File: src/rtl/deser1to4_ce.sv
`default_nettype none
// ============================================================================
// Module   : deser1to4_ce
// Brief    : Registered 1-to-4 serial-to-parallel deserializer with clock
//            enable and SYNC-marked word alignment.
// Revision : 1.0 - initial release
// ============================================================================
module deser1to4_ce #(
  parameter logic [3:0] INIT      = 4'b0000,
  parameter int         MSB_FIRST = 0
) (
  input  logic C,
  input  logic CLR,
  input  logic CE,
  input  logic D,
  input  logic SYNC,
  output logic Q0,
  output logic Q1,
  output logic Q2,
  output logic Q3,
  output logic VALID,
  output logic SYNC_ERR
);

  typedef enum logic [0:0] {
    HUNT   = 1'b0,
    ACTIVE = 1'b1
  } state_t;

  state_t      state_q, state_d;
  logic [1:0]  cnt_q, cnt_d;
  logic [2:0]  shift_q, shift_d;
  logic [3:0]  q_q, q_d;
  logic        valid_q, valid_d;
  logic        sync_err_q, sync_err_d;

  logic [3:0]  w_word;
  logic [3:0]  w_mapped;

  // Complete word in arrival order: bit k sits at w_word[k], D is bit 3.
  assign w_word = {D, shift_q};

  generate
    if (MSB_FIRST != 0) begin : g_msb_first
      for (genvar k = 0; k < 4; k++) begin : g_rev
        assign w_mapped[3-k] = w_word[k];
      end
    end else begin : g_lsb_first
      assign w_mapped = w_word;
    end
  endgenerate

  always_comb begin
    state_d    = state_q;
    cnt_d      = cnt_q;
    shift_d    = shift_q;
    q_d        = q_q;
    valid_d    = 1'b0;
    sync_err_d = 1'b0;
    if (CE) begin
      case (state_q)
        HUNT: begin
          if (SYNC) begin
            shift_d[0] = D;
            cnt_d      = 2'd1;
            state_d    = ACTIVE;
          end
        end
        ACTIVE: begin
          if (SYNC) begin
            // A non-zero count means a partial word is being abandoned.
            sync_err_d = (cnt_q != 2'd0);
            shift_d[0] = D;
            cnt_d      = 2'd1;
          end else begin
            case (cnt_q)
              2'd0: shift_d[0] = D;
              2'd1: shift_d[1] = D;
              2'd2: shift_d[2] = D;
              default: begin
                q_d     = w_mapped;
                valid_d = 1'b1;
              end
            endcase
            cnt_d = cnt_q + 2'd1;
          end
        end
        default: state_d = HUNT;
      endcase
    end
  end

  always_ff @(posedge C or posedge CLR) begin
    if (CLR) begin
      state_q    <= HUNT;
      cnt_q      <= 2'd0;
      shift_q    <= 3'd0;
      q_q        <= INIT;
      valid_q    <= 1'b0;
      sync_err_q <= 1'b0;
    end else begin
      state_q    <= state_d;
      cnt_q      <= cnt_d;
      shift_q    <= shift_d;
      q_q        <= q_d;
      valid_q    <= valid_d;
      sync_err_q <= sync_err_d;
    end
  end

  assign Q0       = q_q[0];
  assign Q1       = q_q[1];
  assign Q2       = q_q[2];
  assign Q3       = q_q[3];
  assign VALID    = valid_q;
  assign SYNC_ERR = sync_err_q;

endmodule
`default_nettype wire

File: config.mk
export PLATFORM = sky130hd
export DESIGN_NAME = deser1to4_ce
export DESIGN_NICKNAME = d
export VERILOG_FILES = /design/src/rtl/deser1to4_ce.sv
export SDC_FILE = /design/constraint.sdc
export NUM_CORES = 1
export LEC_CHECK = 0
export CAP_MARGIN = 20
export CORE_MARGIN = 2
export CORE_UTILIZATION = 30
export DETAILED_ROUTE_END_ITERATION = 8
export PLACE_DENSITY = 0.47
export SLEW_MARGIN = 20
export SYNTH_ARGS = -nofsm -noshare
export SYNTH_HDL_FRONTEND = slang
export SYNTH_SLANG_ARGS = --single-unit
File: constraint.sdc
create_clock -name C -period 1.71 [get_ports C]
set_input_delay 0.342 -clock C [delete_from_list [all_inputs] [get_ports C]]
set_output_delay 0.342 -clock C [all_outputs]
set_load 0.01 [all_outputs]
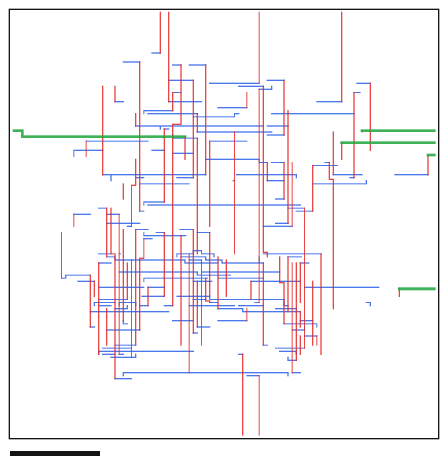
(wiring by layer)
Bar = 10 um.
Green stands for M3, wire length 42.8 um. Red stands for M2, wire length 608 um. Blue stands for M1, wire length 449 um.
DR WL/cell: 12.9 um
GRT Overall Usage: 0.110
final wirelength: 1.10 mm

==> ci_impl_report.md <==
### Metrics collected by this job

| Metric | Value |
|---|---|
| Met2 Resource Use GR | `0.189` |
| Post-Syn Area | `576 sq um` |
| Syn Area/Cell | `12.5 sq um` |
| PwrDens | `1150 nW/um^2` |
| Share of layout cells above drive strength 1 | `0.217` |
| Synth cell types | `19` |
| Vias | `386` |
| Fin nets | `71` |
| # setup viols final | `0` |
| Simple Share, Synth | `0.135` |
| Synthesized chip area reported by yosys | `576 sq um` |
| Maximum number of pins on one net before global-route repair | `13` |
| Hold Slack | `0.387 ns` |
| GRT Max-Usage Layer | `met2` |
| Synth Seq Share | `0.522` |
| Post-CTS Setup Inserts | `0` |
| Setup TNS | `0 ns` |
| Global-route wire length before repair | `1.72 mm` |
| Initial antenna violation count | `0` |
| DR vias/cell | `4.54` |
| Vias in the first global route | `394` |
| Cycle use final | `0.876` |
| HPWL after DPL | `866 um` |
| Outcome | `finished clean` |
| Post-CTS sizing | `0` |
| Core Footprint | `1760 sq um` |
| CTS Buffer Depth | `2` |
| DR top layer | `met3` |
| Hold Crit Class | `input port to asynchronous set/reset pin` |
| Slowest-stage cell, CP | `clkdlybuf4s50_1` |
| Cells after DPL | `82` |
| Tmin final | `1.50 ns` |
| Worst-margin pin slew | `0.455 ns` |
| Top cells by area | `dfrtp_1, mux2_2, ha_1` |
| Hold_buf cts | `0` |
| Top cells excl fill/tap | `dfrtp_1, clkdlybuf4s50_1, mux2_2` |
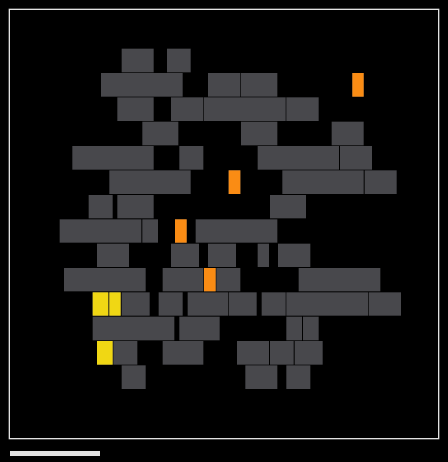
(selected gate families)
Bar = 10 um.
Yellow stands for nor cells, cells 3, most used nor3_1. Orange stands for inv cells, cells 4, most used inv_1, where centre.
Post-Layout Cell Count: 85
Top cell excl fill/tap: dfrtp_1

layout make-up:
cell class	count	share of cell area
Clock buffer	3	0.0306
Inverter	4	0.0204
Multi-Input combinational cell	27	0.321
Sequential cell	12	0.408
Tap cell	25	0.0425
Timing Repair Buffer	14	0.177
stage by stage:
step / worst slack (ns) / total power [uW] / utilization / instance area, sq um
after floorplan: 0.465 / 542 / - / 576
after global placement: 0.0717 / 676 / 0.404 / 713
after detailed placement: 0.0125 / 689 / 0.404 / 713
after CTS: 0.190 / 861 / 0.417 / 736
after global routing: 0.161 / 893 / 0.417 / 736
final: 0.213 / 844 / 0.417 / 736
state kept, by name (all words and copies together), names as in the netlist:
signal	count
q_q	4
shift_q	3
cnt_q	2
SYNC_ERR	1
VALID	1
state_q	1
path summary, 6_finish.rpt:
check / startpoint / endpoint / slack, ns
max: q_q[2] / Q2 / 0.21
min: CLR / shift_q[0] / 0.39
max reg2reg: cnt_q[0] / q_q[2] / 0.34
min reg2reg: q_q[3] / q_q[3] / 0.51
max in group asynchronous: CLR / shift_q[1] / 1.01
min in group C: q_q[3] / q_q[3] / 0.51
logic make-up after synthesis:
logic type,after synthesis
buffers and inverters,7
adder cells (fa/ha/maj),4
multiplexers,6
flip-flops,12
AND/OR/NAND/NOR,11
AND-OR/OR-AND,6
cells in the mapped netlist:
cell,n
buf_2,1
o21ai_0,1
nor3_1,2
nand3_1,1
and4b_1,2
o21a_1,1
a21o_1,1
nand2_1,1
dfrtp_1,12
ha_1,4
o2bb2ai_1,1
mux2_2,6
inv_1,4
nand4b_1,4
nor2_1,1
buf_6,1
buf_4,1
a21oi_1,1
a21boi_0,1
report_power, final:
group          leakage, uW  switching, uW  internal, uW
sequential        0.000146           43.6           365
combinational     0.000177           98.5           168
clock            0.0000138           87.2          81.4
total             0.000337            229           615
Power is estimated from default activity; no workload was simulated.
